===== src/rtl/uart_tx_arbiter.sv =====
// uart_tx_arbiter: shares one UART transmitter between the CPU store path
// (requester 0) and the debug/monitor port (requester 1). Issues one tx_start
// pulse per accepted byte, follows tx_busy to completion, and flags a UART
// that never goes busy.
// Build option: define UART_ARB_RR_EN for round-robin arbitration; otherwise
// requester 0 has fixed priority.
module uart_tx_arbiter #(
  parameter int DATA_W       = 8,
  parameter int BUSY_TIMEOUT = 15,
  parameter int CNT_W        = 16
) (
  input  logic              clk,
  input  logic              reset,
  input  logic              req0_valid,
  input  logic [DATA_W-1:0] req0_data,
  output logic              req0_ready,
  input  logic              req1_valid,
  input  logic [DATA_W-1:0] req1_data,
  output logic              req1_ready,
  output logic              tx_start,
  output logic [DATA_W-1:0] tx_data_out,
  input  logic              tx_busy,
  output logic [1:0]        grant,
  input  logic              err_clear,
  output logic              timeout_err,
  output logic [CNT_W-1:0]  sent_count0,
  output logic [CNT_W-1:0]  sent_count1
);

  localparam logic [1:0] ST_IDLE      = 2'd0;
  localparam logic [1:0] ST_START     = 2'd1;
  localparam logic [1:0] ST_WAIT_BUSY = 2'd2;
  localparam logic [1:0] ST_WAIT_DONE = 2'd3;

  // Preloaded one short of BUSY_TIMEOUT: the error flag is registered, so it
  // becomes visible BUSY_TIMEOUT+1 cycles after the tx_start cycle.
  localparam logic [7:0] TMO_LOAD = 8'(BUSY_TIMEOUT - 1);

  logic [1:0] state;
  logic [7:0] tmo_cnt;
  logic       can_accept;
  logic       win0;
  logic       win1;
  logic       tmo_fire;

`ifdef UART_ARB_RR_EN
  logic last_served;

  // Round-robin winner: on a tie the requester not served last wins
  always_comb begin
    win0 = req0_valid && (!req1_valid || last_served);
    win1 = req1_valid && !win0;
  end

  // Remember who was served last; moves only on an acceptance
  always_ff @(posedge clk or posedge reset) begin
    if (reset) begin
      last_served <= 1'b1;
    end else if (req0_ready) begin
      last_served <= 1'b0;
    end else if (req1_ready) begin
      last_served <= 1'b1;
    end
  end
`else
  // Fixed priority winner: requester 0 always wins a tie
  always_comb begin
    win0 = req0_valid;
    win1 = req1_valid && !req0_valid;
  end
`endif

  // Ready strobes: only in IDLE with the UART free; held low during reset
  always_comb begin
    can_accept = (state == ST_IDLE) && !tx_busy && !reset;
    req0_ready = can_accept && win0;
    req1_ready = can_accept && win1;
    tx_start   = (state == ST_START);
    tmo_fire   = (state == ST_WAIT_BUSY) && !tx_busy && (tmo_cnt == '0);
  end

  // Transfer FSM, latched byte, owner and per-requester byte counters
  always_ff @(posedge clk or posedge reset) begin
    if (reset) begin
      state       <= ST_IDLE;
      tmo_cnt     <= '0;
      tx_data_out <= '0;
      grant       <= '0;
      sent_count0 <= '0;
      sent_count1 <= '0;
    end else begin
      case (state)
        ST_IDLE: begin
          if (req0_ready) begin
            tx_data_out <= req0_data;
            grant       <= 2'b01;
            sent_count0 <= sent_count0 + 1'b1;
            state       <= ST_START;
          end else if (req1_ready) begin
            tx_data_out <= req1_data;
            grant       <= 2'b10;
            sent_count1 <= sent_count1 + 1'b1;
            state       <= ST_START;
          end
        end
        ST_START: begin
          tmo_cnt <= TMO_LOAD;
          state   <= ST_WAIT_BUSY;
        end
        ST_WAIT_BUSY: begin
          if (tx_busy) begin
            state <= ST_WAIT_DONE;
          end else if (tmo_cnt == '0) begin
            grant <= '0;
            state <= ST_IDLE;
          end else begin
            tmo_cnt <= tmo_cnt - 1'b1;
          end
        end
        ST_WAIT_DONE: begin
          if (!tx_busy) begin
            grant <= '0;
            state <= ST_IDLE;
          end
        end
        default: begin
          grant <= '0;
          state <= ST_IDLE;
        end
      endcase
    end
  end

  // Sticky timeout flag; a new timeout beats a simultaneous clear
  always_ff @(posedge clk or posedge reset) begin
    if (reset) begin
      timeout_err <= 1'b0;
    end else if (tmo_fire) begin
      timeout_err <= 1'b1;
    end else if (err_clear) begin
      timeout_err <= 1'b0;
    end
  end

endmodule


===== config.mk =====
export PLATFORM = sky130hd
export DESIGN_NAME = uart_tx_arbiter
export DESIGN_NICKNAME = d
export VERILOG_FILES = /design/src/rtl/uart_tx_arbiter.sv
export SDC_FILE = /design/constraint.sdc
export NUM_CORES = 1
export LEC_CHECK = 0
export ABC_CLOCK_PERIOD_IN_PS = 2100
export CORE_MARGIN = 2
export CORE_UTILIZATION = 48
export DETAILED_ROUTE_END_ITERATION = 6
export PLACE_DENSITY = 0.86
export SLEW_MARGIN = 20
export SYNTH_ARGS = -nofsm -noshare
export SYNTH_HDL_FRONTEND = slang
export SYNTH_SLANG_ARGS = --single-unit

===== constraint.sdc =====
create_clock -name clk -period 2.1 [get_ports clk]
set_input_delay 0.315 -clock clk [delete_from_list [all_inputs] [get_ports clk]]
set_output_delay 0.315 -clock clk [all_outputs]
set_load 0.005 [all_outputs]

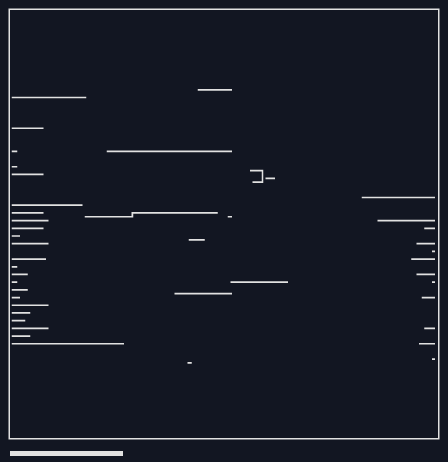
(the metal 3 layer)
Scale bar: 20 µm.
nets with wire on the layer: 39
wire length on this layer: 237 µm
longest straight run: 21.8 µm
share of all routed wire: 4.5%
routed via count: 1914
total wire length after detailed routing: 5320 µm
met3 Track Usage GR: 5.42%

==> results.txt <==
The implementation run finished. Per the layout area report, the register area comes to 1330 µm². Peak ir drop on the vdd network landed at 0.548 mV. The net count after synthesis is 239. The run finished with clean final reports. Counting the clock-network buffers in the layout gives 6. Power in the clock group landed at 622 µW. The main area contributors are dfrtp_1, xnor2_1, mux2i_1, nand2_1, xor2_1. Post-CTS repair ended up resizing 6 cells. In the power breakdown, the internal column shows 2010 µW.

Looking at the area split, the leading class of cells is registers. Per the detail_route report, DRC violations left total 0. The slowest stage of the critical path is the or4_4 cell. In the synthesized netlist, the cells that appear most often are dfrtp_1, nand2_1, xnor2_1. The timing report gives the worst reg2reg path a setup slack of 160 ps. Count of multi-input combinational gates landed at 151. OpenROAD reports that the post-layout worst path occupies 96.0% of the period. For this run, the script counts the antenna cells in the layout as 0.

Instance area at placement landed at 3360 µm². The synthesized netlist contains 40 unique library cells. Async set or reset register ratio after synthesis landed at 100%.

In the final routing, the length of wire on met1 measures 2290 µm. The worst setup path is launched from a flip-flop. Warnings reported by Yosys during synthesis add up to 0.

In this run, CTS created clock tree buffers numbering 5. Utilization of the core after routing landed at 69.0%. STA on the placed design reports a worst setup slack of -315 ps. No sink is reached through more buffers than the 2 on the longest clock path. Counting the inverters off the clock network in the layout gives 6.

Pins over their slew limit in the final report were tallied at 0. Level count of the clock H-tree landed at 2. The region available for standard cell placement spans 5040 µm². Post-detailed-route wirelength per cell landed at 14.1 µm. Maximum number of pins on one net before global-route repair landed at 22. In the synthesized netlist the dominant register cell turns out to be dfrtp_1. Looking at the power breakdown, the clock network takes 21.5% of the total. Count of library flops with an enable pin landed at 0. The biggest slice of the total power is consumed by sequential cells. Summing all multiplexer cells gives an area fraction of 4.93%. The most critical hold endpoint after final layout shows a slack of 472 ps. Area occupied by multi-input gates landed at 1100 µm².

According to the CTS report, the clock sink count is 53. Count of instantiated cells in the yosys netlist landed at 213. Looking at the global route congestion table, the highest-usage layer is met2. Setup repair after global routing left no endpoint under its margin. Gate count after technology mapping landed at 213. Along the worst hold path, the cell count comes to 1.

The script computed a power per unit cell area of 831 nW/µm². The largest registers in the layout are sent_count0 (16), sent_count1 (16). Layout overhead on the synthesized area landed at 41.2%. Last weighted congestion value of the routability-driven placer landed at 0.810. As reported, the later end of the worst-skew pair has a clock insertion delay of 310 ps.
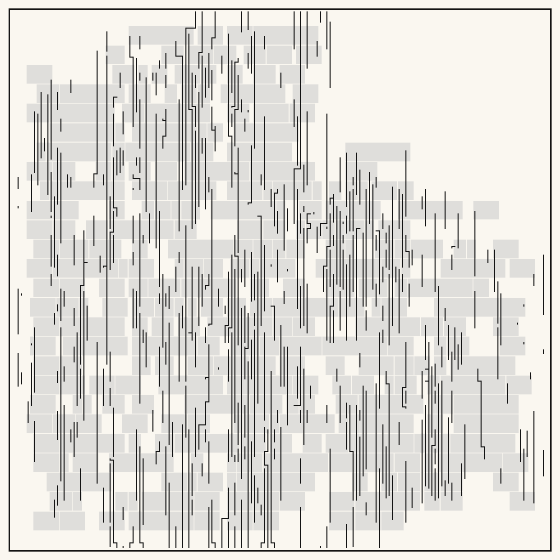
(met2 routing)
Cells faint in the background.
wire length on this layer: 2720 µm
nets with wire on the layer: 290
global routing usage on met2: 33.8%

Power figures rest on the tool's default switching activity, not on a simulated workload.
